[src/rtl/hazard_scoreboard_unit.sv]
`default_nettype none
// ============================================================================
// Module      : hazard_scoreboard_unit
// Description : Decode-stage hazard responder. Tracks the writers currently in
//               EX, MEM and WB in a three-entry shadow scoreboard and raises a
//               combinational stall request when the decoding instruction reads
//               a register that is still in flight. Counts stall cycles in a
//               saturating counter.
//               Build option HAZARD_FORWARDING_EN: only load-use hazards stall
//               and EX-stage operand forwarding selects are produced; without
//               it every RAW on EX/MEM stalls and the selects are tied to 00.
// Revision    : 1.0 - initial release
// ============================================================================
module hazard_scoreboard_unit #(
    parameter int REG_ADDR_W  = 4,
    parameter int STALL_CNT_W = 16
) (
    input  logic                   clk,
    input  logic                   rst,
    input  logic                   flush,
    input  logic                   mem_stall,
    input  logic                   id_two_src,
    input  logic                   id_ignore_hazard,
    input  logic [REG_ADDR_W-1:0]  id_src1,
    input  logic [REG_ADDR_W-1:0]  id_src2,
    input  logic                   id_wb_en,
    input  logic [REG_ADDR_W-1:0]  id_dest,
    input  logic                   id_mem_read,
    input  logic [REG_ADDR_W-1:0]  ex_src1,
    input  logic [REG_ADDR_W-1:0]  ex_src2,
    output logic                   hazard,
    output logic [1:0]             fwd_sel1,
    output logic [1:0]             fwd_sel2,
    output logic [STALL_CNT_W-1:0] stall_count
);

    localparam int                     c_SB_DEPTH = 3;
    localparam logic [STALL_CNT_W-1:0] c_CNT_MAX  = {STALL_CNT_W{1'b1}};

    // Scoreboard entries: index 0 = EX, 1 = MEM, 2 = WB
    logic [c_SB_DEPTH-1:0] r_v;
    logic [c_SB_DEPTH-1:0] r_ld;
    logic [REG_ADDR_W-1:0] r_dest [c_SB_DEPTH];
    logic [STALL_CNT_W-1:0] r_stall_count;

    logic w_hazard;
    logic w_accept;

    function automatic logic f_match(input logic                  v,
                                     input logic [REG_ADDR_W-1:0] dest,
                                     input logic [REG_ADDR_W-1:0] addr);
        return v && (dest == addr);
    endfunction

`ifdef HAZARD_FORWARDING_EN
    // Only a load sitting in EX cannot be forwarded in time
    assign w_hazard = !id_ignore_hazard && r_ld[0] &&
                      (f_match(r_v[0], r_dest[0], id_src1) ||
                       (id_two_src && f_match(r_v[0], r_dest[0], id_src2)));

    // MEM result has priority over WB data; a load in MEM has no result yet
    // and the load-use stall keeps its consumer out of EX, so it never selects 01
    assign fwd_sel1 = f_match(r_v[1] && !r_ld[1], r_dest[1], ex_src1) ? 2'b01 :
                      f_match(r_v[2], r_dest[2], ex_src1)              ? 2'b10 : 2'b00;
    assign fwd_sel2 = f_match(r_v[1] && !r_ld[1], r_dest[1], ex_src2) ? 2'b01 :
                      f_match(r_v[2], r_dest[2], ex_src2)              ? 2'b10 : 2'b00;

    logic w_unused_ok;
    assign w_unused_ok = r_ld[2];
`else
    // Full RAW interlock against EX and MEM; WB resolves through the regfile
    assign w_hazard = !id_ignore_hazard &&
                      (f_match(r_v[0], r_dest[0], id_src1) ||
                       f_match(r_v[1], r_dest[1], id_src1) ||
                       (id_two_src && (f_match(r_v[0], r_dest[0], id_src2) ||
                                       f_match(r_v[1], r_dest[1], id_src2))));

    assign fwd_sel1 = 2'b00;
    assign fwd_sel2 = 2'b00;

    logic w_unused_ok;
    assign w_unused_ok = ^{ex_src1, ex_src2, r_v[2], r_dest[2], r_ld};
`endif

    // A stalled or flushed decode slot becomes a bubble in EX
    assign w_accept    = !(w_hazard || flush);
    assign hazard      = w_hazard;
    assign stall_count = r_stall_count;

    // Advance the in-flight writers one stage; everything holds on memory wait
    always_ff @(posedge clk) begin
        if (rst) begin
            r_v  <= '0;
            r_ld <= '0;
            for (int i = 0; i < c_SB_DEPTH; i++) begin
                r_dest[i] <= '0;
            end
        end else if (!mem_stall) begin
            r_v       <= {r_v[1:0], w_accept && id_wb_en};
            r_ld      <= {r_ld[1:0], w_accept && id_mem_read};
            r_dest[2] <= r_dest[1];
            r_dest[1] <= r_dest[0];
            r_dest[0] <= w_accept ? id_dest : '0;
        end
    end

    // Count effective stall cycles, saturating at all-ones
    always_ff @(posedge clk) begin
        if (rst) begin
            r_stall_count <= '0;
        end else if (w_hazard && !mem_stall && (r_stall_count != c_CNT_MAX)) begin
            r_stall_count <= r_stall_count + 1'b1;
        end
    end

endmodule
`default_nettype wire

[config.mk]
export PLATFORM = sky130hd
export DESIGN_NAME = hazard_scoreboard_unit
export DESIGN_NICKNAME = d
export VERILOG_FILES = /design/src/rtl/hazard_scoreboard_unit.sv
export SDC_FILE = /design/constraint.sdc
export NUM_CORES = 1
export LEC_CHECK = 0
export CAP_MARGIN = 20
export CORE_UTILIZATION = 45
export CTS_CLUSTER_DIAMETER = 30
export DETAILED_ROUTE_END_ITERATION = 7
export GPL_TIMING_DRIVEN = 0
export PLACE_DENSITY = 0.89
export SYNTH_ARGS = -nofsm -noshare
export SYNTH_HDL_FRONTEND = slang
export SYNTH_SLANG_ARGS = --single-unit
[constraint.sdc]
create_clock -name clk -period 2.19 [get_ports clk]
set_clock_uncertainty 0.1 [all_clocks]
set_input_delay 0.438 -clock clk [delete_from_list [all_inputs] [get_ports clk]]
set_output_delay 0.438 -clock clk [all_outputs]
set_load 0.02 [all_outputs]
Figure 1. Wires at chosen ports, followed through buffers.
Scale: 4 px per um.
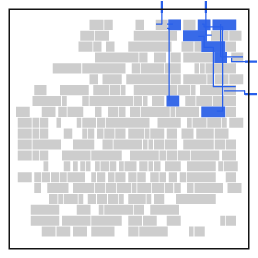
legend:
  `id_src2`:
    colour: blue
    bits: 4
    direction: input
    end_cells: 8
    wire: 106 um
Top Ports: 49
count of buffers inserted at the top-level ports: 35

Figure 2. Pin placement.
Scale: 8 px per um. Pins as bars across the die edge, other pins in grey.
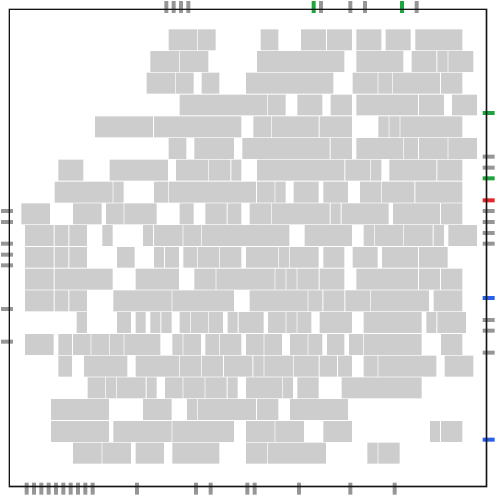
legend:
  `fwd_sel1`:
    colour: blue
    pins: 2
    direction: output
    edge: right
  `hazard`:
    colour: red
    pins: 1
    direction: output
    edge: right
  `id_src2`:
    colour: green
    pins: 4
    direction: input
    edge: 2 top, 2 right
all pins by edge: 18 bottom, 14 right, 10 top, 7 left

Figure 3. Placement view.
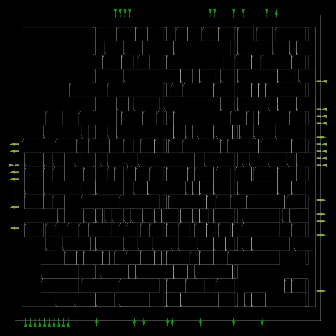
number of tap cells added at floorplan: 44
Final Core Density: 0.718
standard cell core area: 3100 sq um

==> deck_impl_summary.md <==
Flow Results at a Glance

Status
  – Violations in the final reports: negative setup slack
  – Run status: finished with violations

Min path
  – Worst Hold Class: reg -> reg

Timing
  – Maximum clock rate: between 400 and 500 MHz
  – Worst hold slack: 433 ps
  – Sum of negative setup slack: -942 ps
  – Setup slack of the critical path after layout: -149 ps
  – Number of max-slew violations in the final report: 0
  – Final critical-path share of the clock period: 1.07
  – Final setup vio count: 16
  – Final hold violation count: 0

Placement
  – Setup slack at placement: -755 ps
  – Detailed placer's ending HPWL: 2450 um
  – Placed Instance Area: around 1900 sq um
  – Global placement routability congestion: approximately 0.8

Final layout
  – Layout cells sized above 1: 0.255
  – Non-clock inverter total of the final layout: 4
  – ClkCell Share: 0.0163
  – Combinational gates: between 100 and 150
  – Post-route cell area: 2230 sq um
  – Layout-stage area growth over the synthesis result: 49.8%
  – Post-route non-filler standard cell count: roughly 260
  – Sequential standard cell area: about 600 sq um
  – Top logic cells by instance count in the layout: 26 x sky130_fd_sc_hd__clkdlybuf4s50_1, 18 x sky130_fd_sc_hd__dfxtp_1, 16 x sky130_fd_sc_hd__buf_4, 12 x sky130_fd_sc_hd__nor2_1
  – NonClk Buf Share: 0.226
  – Net total in the final layout: 246
  – Antenna diode instance count: 0
  – Gate Area: just over 1000 sq um
  – Comb/total area: 0.457
  – Number of buffers other than clock buffers in the final layout: between 50 and 60
  – Sequential share of cell area: 0.270
  – Flip-flops: 26

Power
  – Power density over the cells: between 400 and 500 nW/um^2
  – Proportion of power drawn by combinational gates: 0.151
  – Part of the power in registers: 0.579
  – Clock distribution power: 0.245 mW
  – Part of the power in the clock network: 0.270
  – Sequential-cell power consumption: ~0.52 mW
  – Post-layout power: between 0.9 and 1 mW
  – Dominant power group: sequential cells
  – Leakage power: ~0.82 nW

Setup path
  – Maximum fanout encountered on the critical timing path: 8
  – Startpoint of the worst-slack reg-to-reg timing path: r_dest[0][2]
  – Crit path launch: r_dest[0][2]
  – Worst-case reg-to-reg path depth: 8
  – Endpoint of the lowest-slack register-to-register path: stall_count[7]
  – Number of gates on the worst path with buffers counted: 8
  – R2R Setup Slk: -150 ps
  – Critical path required time: between 2000 and 2500 ps
  – CP top delay family: AND-OR/OR-AND gates

Global routing
  – Number of antenna violations at the first check in global routing: 0
  – GRT Total Usage: 0.227
  – Sum of overflow across all layers after global routing: 0
  – Via count of the first global-routing pass: between 1000 and 1500
  – Pin count of the biggest net entering global routing: 15

Synthesis
  – Number of synthesized flops with an enable pin: 8
  – Yosys top cell by area: sky130_fd_sc_hd__dfxtp_1
  – Average cell area after synthesis: around 9 sq um
  – Number of cell instances after yosys synthesis: 161
  – Cell variety after synth: 36
  – Flops out of synthesis: 26
  – Top cells by area in the synthesized netlist: sky130_fd_sc_hd__dfxtp_1 24%, sky130_fd_sc_hd__edfxtp_1 16%, sky130_fd_sc_hd__xor2_1 5.9%
  – Top area contributor share: 0.242
  – Multiplexer share of the synthesized area: 0.0438
  – Count of synthesis-stage warnings from yosys: 0
  – Biggest combinational cell group after synthesis: simple AND/OR/NAND/NOR gates
  – Synthesized area: approximately 1500 sq um
  – Adder-cell share of the synthesized area: 0.00842
  – Simple-Gate Fraction of Synth Area: 0.285

Die
  – Vertical die dimension: just under 60 um
  – Standard-cell rows: 20

Detailed routing
  – Vias per cell: 5.67
  – Routed via count: between 1000 and 1500
  – Iteration-0 DRC count of the detailed router: 101
  – Aggregate routed wire length: 4310 um
  – DR WL/cell: about 17 um
  – Total iterations of the first detailed-routing run: 4

Clocking
  – Clock Latency Late Sink: around 330 ps
  – Post-cts hold buffer count: 0
  – Maximum buffer depth of the clock tree: 2
  – Clock Sink Count: 26
  – Clock tree root driver cell: sky130_fd_sc_hd__clkbuf_4
  – Post-CTS clock slew at the launch and capture registers of the worst setup and hold paths: 140 ps
Figure 4. Metal layers overlaid.
Scale: 8 px per um. Only two layers are drawn.
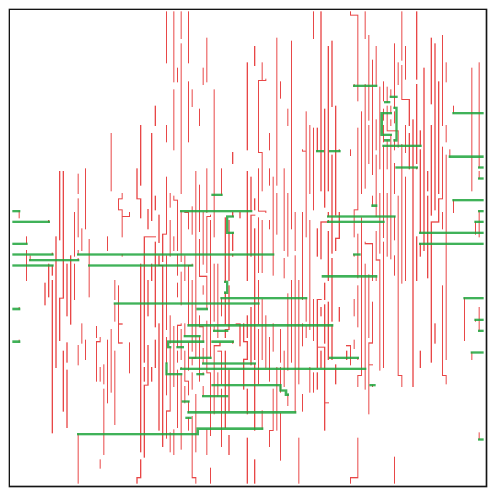
legend:
  M2:
    colour: red
    wire_length: 2160 um
  M3:
    colour: green
    wire_length: 306 um

Figure 5. Drive-strength map.
Scale: 8 px per um.
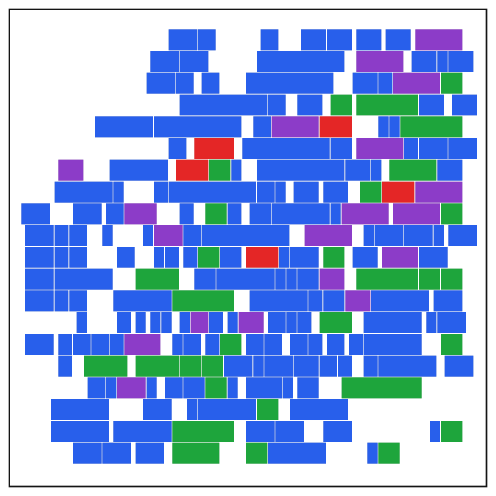
legend:
  x6 and larger:
    colour: red
    cells: 5
    share: 2.3%
    most_used: buf_6
  x3 and x4:
    colour: green
    cells: 31
    share: 14%
    most_used: buf_4
  x1 and smaller:
    colour: blue
    cells: 161
    share: 75%
    most_used: clkdlybuf4s50_1
  x2:
    colour: purple
    cells: 19
    share: 8.8%
    most_used: xor2_2

## registers in the layout (all words and copies together), names as in the netlist
register,flops
stall_count,16
r_v,2
r_dest,8
## worst min path at each step
stage                    startpoint         endpoint  depth (start not counted)
floorplan                    r_v[1]           r_v[1]                          2
global placement    stall_count[10]  stall_count[10]                          2
detailed placement   stall_count[1]   stall_count[1]                          2
CTS                  stall_count[1]   stall_count[1]                          2
global route         stall_count[1]   stall_count[1]                          2
finish              stall_count[10]  stall_count[10]                          2
## metal layers
layer  up-vias  GRT usage  routed length (um)
met5         -          0                   0
met4         0      0.126                 153
met3        23     0.0197                 306
met2        92      0.395                2160
met1       680      0.275                1690
li1        678          -                   -
## what timing repair did
action / CTS / global route
pin swaps: 28 / 12
setup buffers: 6 / 6
cloned: 1 / 0
gates resized: 34 / 19
endpoints found under the setup margin: 16 / 21
Power figures rest on the tool's default switching activity, not on a simulated workload.
